run_1/layer_met2.png
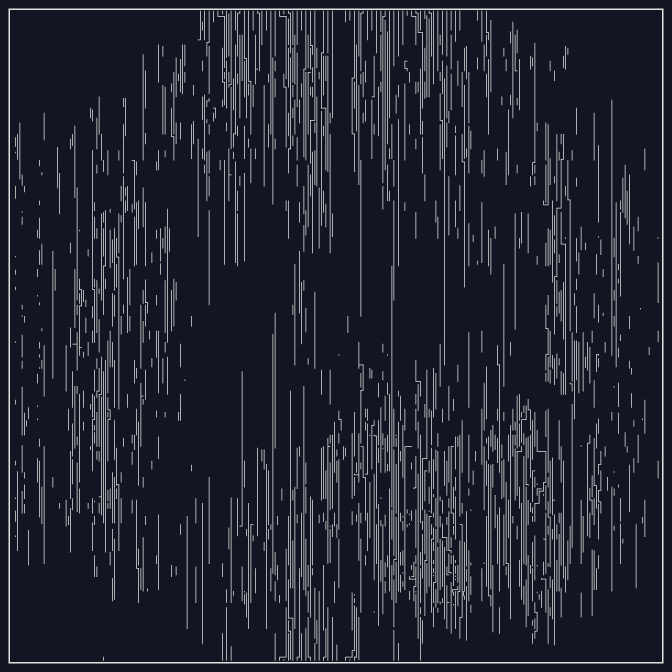
run_1/logic_types.png
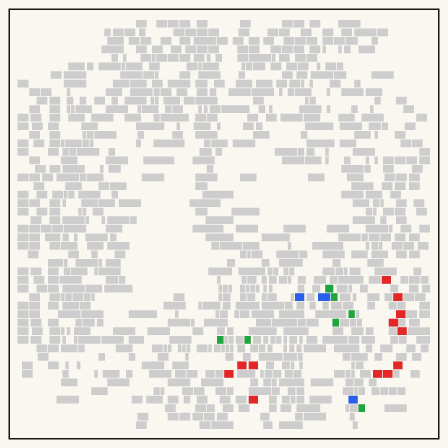
run_1/cell_density.png
14 x 14 tiles, from white (low) to dark blue (high), 0 to 100% covered.
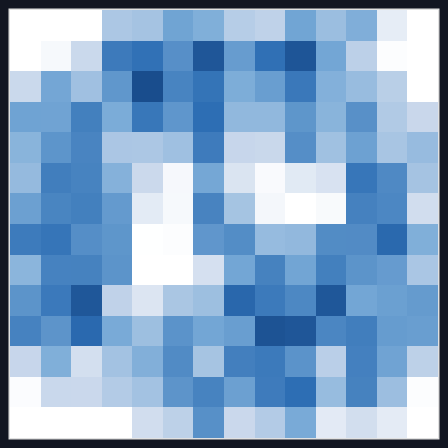
[src/rtl/regbank_pkg.sv]
// Shared register-bank definitions used by register_bank and operand_fetch.
//   AW   : register address width
//   DW   : register data width
//   NREG : number of architectural registers (2**AW)
package regbank_pkg;
  localparam int AW   = 4;
  localparam int DW   = 32;
  localparam int NREG = 1 << AW;

  typedef logic [AW-1:0] reg_addr_t;
  typedef logic [DW-1:0] reg_data_t;
endpackage

[src/rtl/rf_scoreboard.sv]
// Per-register busy scoreboard for operand_fetch.
// Tracks registers with an issued-but-not-written-back result and reports
// whether the presented instruction must stall.
//   clk, rst          : clock, synchronous active-high reset
//   src1, src2, dst   : register fields of the presented instruction
//   wr                : presented instruction writes dst
//   wb_en, wb_addr    : writeback snoop (clears busy)
//   set_en            : instruction accepted with a write (sets busy[dst])
//   hz                : RAW/WAW hazard on the presented instruction
module rf_scoreboard
  import regbank_pkg::*;
#(
  parameter int SB_AW   = AW,
  parameter int SB_NREG = NREG
) (
  input  logic             clk,
  input  logic             rst,
  input  logic [SB_AW-1:0] src1,
  input  logic [SB_AW-1:0] src2,
  input  logic [SB_AW-1:0] dst,
  input  logic             wr,
  input  logic             wb_en,
  input  logic [SB_AW-1:0] wb_addr,
  input  logic             set_en,
  output logic             hz
);

  logic [SB_NREG-1:0] busy;
  logic [SB_NREG-1:0] busy_nxt;
  logic               clr1, clr2, clrd;

  // A writeback landing this cycle resolves the hazard: its data is
  // forwarded, so the lookup ignores a busy bit about to be cleared.
  always_comb begin
    clr1 = wb_en && (wb_addr == src1);
    clr2 = wb_en && (wb_addr == src2);
    clrd = wb_en && (wb_addr == dst);
    hz   = (busy[src1] && !clr1) ||
           (busy[src2] && !clr2) ||
           (wr && busy[dst] && !clrd);
  end

  // Set is applied after clear so a same-cycle set/clear leaves it busy.
  always_comb begin
    busy_nxt = busy;
    if (wb_en)  busy_nxt[wb_addr] = 1'b0;
    if (set_en) busy_nxt[dst]     = 1'b1;
  end

  always_ff @(posedge clk) begin
    if (rst) busy <= '0;
    else     busy <= busy_nxt;
  end

endmodule

[src/rtl/operand_fetch.sv]
// Operand fetch stage between decode and execute.
// Drives the register bank read selects, forwards same-cycle writeback
// data, stalls on scoreboard hazards and holds operands in an output
// register with valid/ready handshake.
//   clk, rst                      : clock, synchronous active-high reset
//   in_valid/in_ready             : decode handshake
//   in_src1/in_src2/in_dst/in_wr  : decoded instruction fields
//   rb_src1/rb_src2               : bank read selects
//   rb_dout1/rb_dout2             : bank combinational read data
//   wb_en/wb_addr/wb_data         : writeback snoop (bank write port)
//   out_valid/out_ready           : execute handshake
//   out_op1/out_op2/out_dst/out_wr: registered operands to execute
module operand_fetch
  import regbank_pkg::*;
#(
  parameter int OF_AW   = AW,
  parameter int OF_DW   = DW,
  parameter int OF_NREG = NREG
) (
  input  logic             clk,
  input  logic             rst,
  input  logic             in_valid,
  output logic             in_ready,
  input  logic [OF_AW-1:0] in_src1,
  input  logic [OF_AW-1:0] in_src2,
  input  logic [OF_AW-1:0] in_dst,
  input  logic             in_wr,
  output logic [OF_AW-1:0] rb_src1,
  output logic [OF_AW-1:0] rb_src2,
  input  logic [OF_DW-1:0] rb_dout1,
  input  logic [OF_DW-1:0] rb_dout2,
  input  logic             wb_en,
  input  logic [OF_AW-1:0] wb_addr,
  input  logic [OF_DW-1:0] wb_data,
  output logic             out_valid,
  input  logic             out_ready,
  output logic [OF_DW-1:0] out_op1,
  output logic [OF_DW-1:0] out_op2,
  output logic [OF_AW-1:0] out_dst,
  output logic             out_wr
);

  logic             hz;
  logic             accept;
  logic [OF_DW-1:0] op1, op2;

  assign rb_src1 = in_src1;
  assign rb_src2 = in_src2;

  rf_scoreboard #(.SB_AW(OF_AW), .SB_NREG(OF_NREG)) u_sb (
    .clk     (clk),
    .rst     (rst),
    .src1    (in_src1),
    .src2    (in_src2),
    .dst     (in_dst),
    .wr      (in_wr),
    .wb_en   (wb_en),
    .wb_addr (wb_addr),
    .set_en  (accept && in_wr),
    .hz      (hz)
  );

  assign in_ready = !hz && (!out_valid || out_ready);
  assign accept   = in_valid && in_ready;

  // The bank commits wb_data only at the next edge, so a same-cycle
  // writeback must bypass the bank read, busy or not.
  always_comb begin
    op1 = (wb_en && (wb_addr == in_src1)) ? wb_data : rb_dout1;
    op2 = (wb_en && (wb_addr == in_src2)) ? wb_data : rb_dout2;
  end

  always_ff @(posedge clk) begin
    if (rst) begin
      out_valid <= 1'b0;
      out_op1   <= '0;
      out_op2   <= '0;
      out_dst   <= '0;
      out_wr    <= 1'b0;
    end else if (accept) begin
      out_valid <= 1'b1;
      out_op1   <= op1;
      out_op2   <= op2;
      out_dst   <= in_dst;
      out_wr    <= in_wr;
    end else if (out_ready) begin
      out_valid <= 1'b0;
    end
  end

endmodule

[config.mk]
export PLATFORM = sky130hd
export DESIGN_NAME = operand_fetch
export DESIGN_NICKNAME = d
export VERILOG_FILES = /design/src/rtl/regbank_pkg.sv /design/src/rtl/rf_scoreboard.sv /design/src/rtl/operand_fetch.sv
export SDC_FILE = /design/constraint.sdc
export NUM_CORES = 1
export LEC_CHECK = 0
export CELL_PAD_IN_SITES_DETAIL_PLACEMENT = 0
export CELL_PAD_IN_SITES_GLOBAL_PLACEMENT = 1
export CORE_MARGIN = 2
export CORE_UTILIZATION = 29
export CTS_CLUSTER_DIAMETER = 40
export DETAILED_ROUTE_END_ITERATION = 7
export GPL_ROUTABILITY_DRIVEN = 0
export PLACE_DENSITY = 0.76
export SLEW_MARGIN = 15
export SYNTH_ARGS = -nofsm -noshare
export SYNTH_HDL_FRONTEND = slang
export SYNTH_SLANG_ARGS = --single-unit
export TNS_END_PERCENT = 20
[constraint.sdc]
create_clock -name clk -period 2.05 [get_ports clk]
set_input_delay 0.205 -clock clk [delete_from_list [all_inputs] [get_ports clk]]
set_output_delay 0.205 -clock clk [all_outputs]
set_load 0.05 [all_outputs]
==> flow_summary.ini, run 1 <==
; synthesis and place-and-route metrics
[run_status]
outcome = finished, violations left
failed_checks = negative setup slack

[worst_setup_path]
path_max_fanout = 2
crit_chain = mux4_2 -> nor2b_1 -> a211o_1 -> nand3b_1 -> buf_4 -> nand4_1 -> buf_6 -> clkinvlp_4 -> buf_12
required_ns = 1.85
r2r_start = u_sb.busy[14]
r2r_slack_ns = -0.27
crit_family = buffers and inverters
cp_slowest_cell = mux4_2

[clock_network]
cts_setup_buffers = 5
numCtsBuffers = 9
htree_num_levels = 3
cts_max_path_buffers = 2
clkLatencyLatePin_ns = 0.34

[route]
drt_first_pass_iters = 6
met3_wirelength_um = 1420
routed-wl-met2_um = 8400

[power]
p_seq_uw = 1840
p_seq_share_pct = 34.8
internal_power_uw = 3600
p_clk_share_pct = 30.0
power_density_mw_per_mm2 = 628
cellLeakagePower_uw = 0.00337
combPwrFrac_pct = 35.2

[finish]
buffer_area_share_pct = 32.4
final_cell_area_mm2 = 0.00844
sh_comb_area_pct = 40.1
nClkBuffers = 13

[final_timing]
setup-violations-final = 84
layout_setup_ws_ns = -0.299

[placement]
preCtsSetupSlack_ns = -0.731

[global_route]
grt_use_total_pct = 18.9
grt_pass1_vias = 5020
grt_max_degree = 77

[hold_path]
hold_path_depth = 4
hold_end = u_sb.busy[8]

[synth]
synth_top_cell_by_area = dfxtp_1
synthTopCellsByCount = dfxtp_1, mux2i_1, nor2_1
ys_cells = 550

[run]
warnings = 28

[die]
row_count = 48
Back to the opening pictures, layer_met2.png:
- nets with wire on the layer: 793
- main direction: vertical
Via Count: 4906
met2 GRT Util: 30.7%
Routed WL: 18300 um

Back to the opening pictures, logic_types.png:
- XOR/XNOR gates: red (cells 12; where south-east)
- AND-OR and OR-AND gates: blue (cells 3)
- AND and OR gates: green (cells 7; where south-east)
highest-count logic cell in the final layout: clkdlybuf4s50_1
final std cells w/o fill: 1000

Back to the opening pictures, cell_density.png:
- fullest tile: 89%
- nearly empty tiles: 10%
- mean over tiles: 44%
- tiles over 75% full: 5.1%
core area: 0.0172 mm^2
Initial Utilization: 29.6%
Core Util, Final: 49.1%

run 1: routing by layer:
| metal | vias up | global-route usage [%] |
|---|---|---|
| li1 | 2342 | - |
| met1 | 2312 | 24.5 |
| met2 | 224 | 30.7 |
| met3 | 28 | 4.55 |
| met4 | 0 | 6.13 |
| met5 | - | 0 |
run 1: through the flow:
stage / power (uW) / utilization (%) / setup TNS (ns)
2_1_floorplan: 2760 / - / 0
3_3_place_gp: 3400 / 43.7 / -52.88
3_5_place_dp: 3420 / 43.7 / -58.05
4_1_cts: 5230 / 47.7 / -11.40
5_1_grt: 5510 / 49.1 / -22.51
6_report: 5290 / 49.1 / -15.54
run 1: state kept, by name (all words and copies together), names as in the netlist:
register	count
out_op1	32
out_valid	1
out_wr	1
u_sb.busy	16
out_dst	4
out_op2	32
run_1/congestion.png
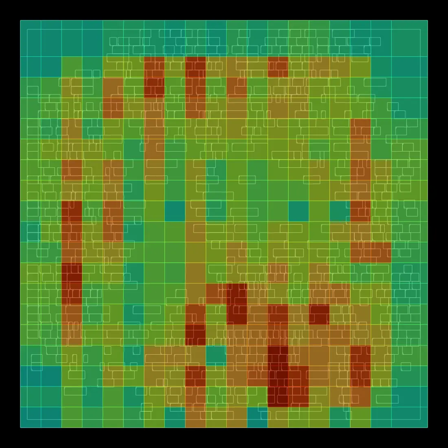

--- run 2 (diff from run 1) ---
--- a/config.mk
+++ b/config.mk
@@ -8,11 +8,11 @@
 export CELL_PAD_IN_SITES_DETAIL_PLACEMENT = 0
 export CELL_PAD_IN_SITES_GLOBAL_PLACEMENT = 1
 export CORE_MARGIN = 2
-export CORE_UTILIZATION = 29
+export CORE_UTILIZATION = 35
 export CTS_CLUSTER_DIAMETER = 40
 export DETAILED_ROUTE_END_ITERATION = 7
 export GPL_ROUTABILITY_DRIVEN = 0
-export PLACE_DENSITY = 0.76
+export PLACE_DENSITY = 0.86
 export SLEW_MARGIN = 15
 export SYNTH_ARGS = -nofsm -noshare
 export SYNTH_HDL_FRONTEND = slang
==> constraint.sdc (replaced) <==
create_clock -name clk -period 2.8 [get_ports clk]
set_input_delay 0.28 -clock clk [delete_from_list [all_inputs] [get_ports clk]]
set_output_delay 0.28 -clock clk [all_outputs]
set_load 0.05 [all_outputs]
run_2/congestion.png
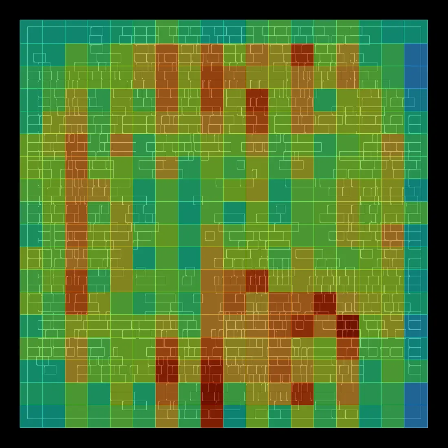
Core Util, Final: 53.0%
met2 GRT Util: 31.8%
DR WL/cell: 16.0 um
GRT Overall Usage: 18.6%

run_2/logic_types.png
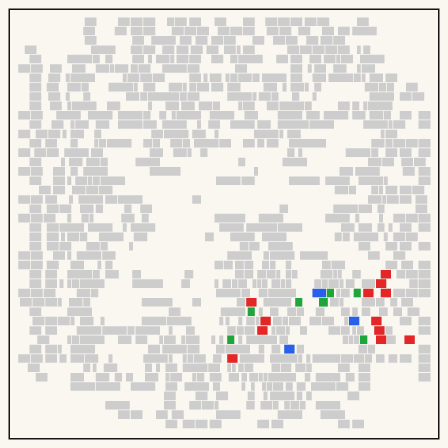
- AND-OR and OR-AND gates: blue (cells 3)
- XOR/XNOR gates: red (cells 12; where south-east)
- AND and OR gates: green (cells 7)

==> run 2 against run 1 <==
Net effect:
- the run now ends clean
- die size down 17%
- combinational power decreased by 41%
- critical path depth unchanged
- via count down 5.4%
- hold slack better by 0.10 ns
- clock power down 26%
- sequential share of layout area is 2.1 points higher
- largest power group is now sequential cells
==> flow_summary.ini, run 2 <==
; synthesis and place-and-route metrics
[synth]
ys_cells = 550
synth_top_cell_by_area = dfxtp_1
synthTopCellsByCount = dfxtp_1, mux2i_1, nor2_1

[power]
internal_power_uw = 2480
p_seq_uw = 1350
combPwrFrac_pct = 30.3
p_total_uw = 3620
p_clk_share_pct = 32.5
power_density_mw_per_mm2 = 476
p_seq_share_pct = 37.2

[hold_path]
hold_path_depth = 2
hold_end = out_valid
hp-class = input port to flop

[worst_setup_path]
r2r_slack_ns = 0.43
path_max_fanout = 9
cp_slowest_cell = clkdlybuf4s50_1
crit_family = buffers and inverters
crit_chain = clkdlybuf4s50_1 -> buf_4 -> mux4_2 -> mux2i_1 -> nand2_1 -> nand3b_1 -> nand4_1 -> inv_1 -> buf_12
r2r_start = u_sb.busy[3]

[finish]
largest_class = logic gates
instances_no_fill = 928
buffer_area_share_pct = 29.4
final_cell_area_mm2 = 0.00761
sh_comb_area_pct = 41.0
reg_top3 = out_op1 (32), out_op2 (32), u_sb.busy (16)
fill_cells = 1323
nClkBuffers = 10

[route]
drt_iter0_drc = 261
met3_wirelength_um = 1060
vias = 4641
wirelength_um = 14900

[final_timing]
layout_setup_ws_ns = 0.0793
setup-violations-final = 0
setup_tns_ns = 0

[clock_network]
cts_setup_buffers = 0
numCtsBuffers = 9
cts_max_path_buffers = 2
clkLatencyLatePin_ns = 0.33

[placement]
preCtsSetupSlack_ns = -0.131
placed_area_mm2 = 0.00732

[run_status]
outcome = finished, final reports clean

[global_route]
grt_max_degree = 56

[run]
warnings = 26

[die]
row_count = 44
chipArea_mm2 = 0.0155
run_2/cell_density.png
12 x 12 tiles, from white (low) to dark blue (high), 0 to 100% covered.
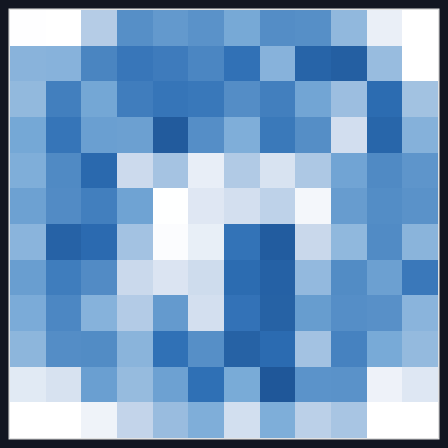
- nearly empty tiles: 6.9%
- fullest tile: 84%
- mean over tiles: 48%
- densest ninth of the die: north
Initial Utilization: 35.3%
core area: 0.0144 mm^2

[run 2: cell counts after synthesis]
No cell type changed its count.
[run 2: routing by layer]
layer	vias up	track usage (%)
met3	16	4.04
met2	188	31.8
met1	2170	23.5
li1	2267	-
met5	-	0
met4	0	5.75
[run 2: worst max path at each step]
stage                        to      start  slack (ns)  cells after the start
finish                 in_ready  in_dst[0]        0.08                      9
global route           in_ready  in_dst[0]       0.005                      9
global placement    out_op2[26]  in_dst[0]       -0.06                      9
floorplan              in_ready  in_dst[0]        0.40                      7
CTS                    in_ready  in_dst[0]        0.06                      9
detailed placement  out_op2[27]  in_dst[0]       -0.13                      9
[run 2: logic make-up after synthesis]
kind of cell    after synthesis
flops                        86
simple gates                206
xor+xnor                     12
buf+inv                      52
mux                         152
compound gates               42
--- run 3 (diff from run 2) ---
--- a/config.mk
+++ b/config.mk
@@ -5,6 +5,7 @@
 export SDC_FILE = /design/constraint.sdc
 export NUM_CORES = 1
 export LEC_CHECK = 0
+export ABC_CLOCK_PERIOD_IN_PS = 2800
 export CELL_PAD_IN_SITES_DETAIL_PLACEMENT = 0
 export CELL_PAD_IN_SITES_GLOBAL_PLACEMENT = 1
 export CORE_MARGIN = 2
@@ -13,6 +14,7 @@
 export DETAILED_ROUTE_END_ITERATION = 7
 export GPL_ROUTABILITY_DRIVEN = 0
 export PLACE_DENSITY = 0.86
+export SKIP_LAST_GASP = 1
 export SLEW_MARGIN = 15
 export SYNTH_ARGS = -nofsm -noshare
 export SYNTH_HDL_FRONTEND = slang
run_3/layer_met2.png
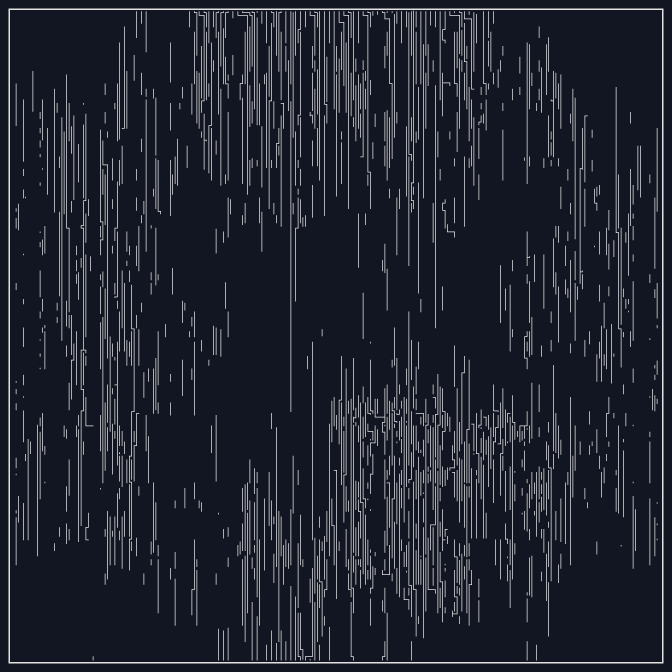
- main direction: vertical
- wire length on this layer: 7090 um
- share of all routed wire: 48%
Via Count: 4641
Routed WL: 14900 um

run_3/congestion.png
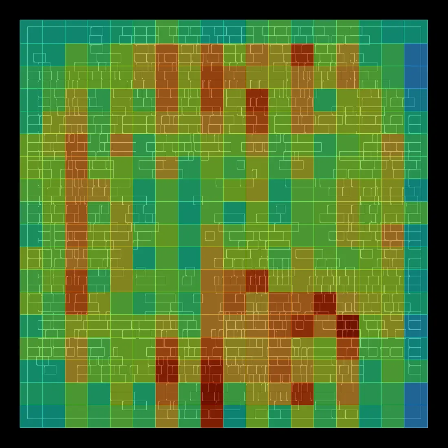
GR peak layer: met2
GR Layer Usage met1: 23.5%
GRT met3 Usage: 4.04%

run_3/wires.png
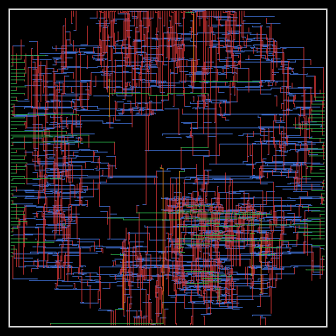
- metal 2: red (wire length 7090 um)
- metal 4: orange (wire length 208 um)
- metal 3: green (wire length 1060 um)
- metal 1: blue (wire length 6500 um)

==> run 3 against run 2 <==
Net effect:
- register-to-register slack is essentially flat
- non-clock buffer count is the same
- sequential share of layout area is the same
- critical path depth stayed put
- clock skew unchanged
- maximum frequency unchanged
- area after synthesis did not move
- synthesized cell count stayed put
- hold slack unchanged
- critical path type unchanged
- largest power group unchanged
- highest routed layer unchanged
==> flow_summary.ini, run 3 <==
; synthesis and place-and-route metrics
[finish]
final_cell_area_mm2 = 0.00761
utilization_pct = 53.0
reg_top3 = out_op1 (32), out_op2 (32), u_sb.busy (16)

[route]
met3_wirelength_um = 1060
drt_iter0_drc = 261
avgRoutedWirePerCell_um = 16.0

[final_timing]
setup-violations-final = 0
setup_tns_ns = 0

[worst_setup_path]
crit_chain = clkdlybuf4s50_1 -> buf_4 -> mux4_2 -> mux2i_1 -> nand2_1 -> nand3b_1 -> nand4_1 -> inv_1 -> buf_12
path_max_fanout = 9
cp_slowest_cell = clkdlybuf4s50_1
crit_family = buffers and inverters

[run]
warnings = 26

[die]
design.core.area_mm2 = 0.0144
fp_util_pct = 35.3
row_count = 44

[clock_network]
cts_setup_buffers = 0

[placement]
preCtsSetupSlack_ns = -0.131
placed_area_mm2 = 0.00732

[hold_path]
hold_end = out_valid
hp-class = input port to flop

[power]
p_clk_share_pct = 32.5
p_seq_share_pct = 37.2
power_density_mw_per_mm2 = 476
combPwrFrac_pct = 30.3
p_total_uw = 3620

[global_route]
grt_max_degree = 56

[synth]
synthTopCellsByCount = dfxtp_1, mux2i_1, nor2_1
ys_cells = 550
synth_top_cell_by_area = dfxtp_1

[run_status]
outcome = finished, final reports clean
[run 3: cell counts in the layout (fill, tap and decap cells not counted)]
Identical to the previous run, type by type.
[run 3: area by class of cell]
cell class,count,area [um^2]
multi-input combinational,412,3120
timing repair buffer,228,2230
inverter,3,11.3
clock buffer,10,229
fill,1323,6760
clock inverter,5,61.3
sequential,86,1720
tap,184,230
[run 3: worst max-delay path by stage]
stage	start	end	cells after the start
6_report	in_dst[0]	in_ready	9
4_1_cts	in_dst[0]	in_ready	9
2_1_floorplan	in_dst[0]	in_ready	7
5_1_grt	in_dst[0]	in_ready	9
3_5_place_dp	in_dst[0]	out_op2[27]	9
3_3_place_gp	in_dst[0]	out_op2[26]	9
Power is estimated from default activity; no workload was simulated.
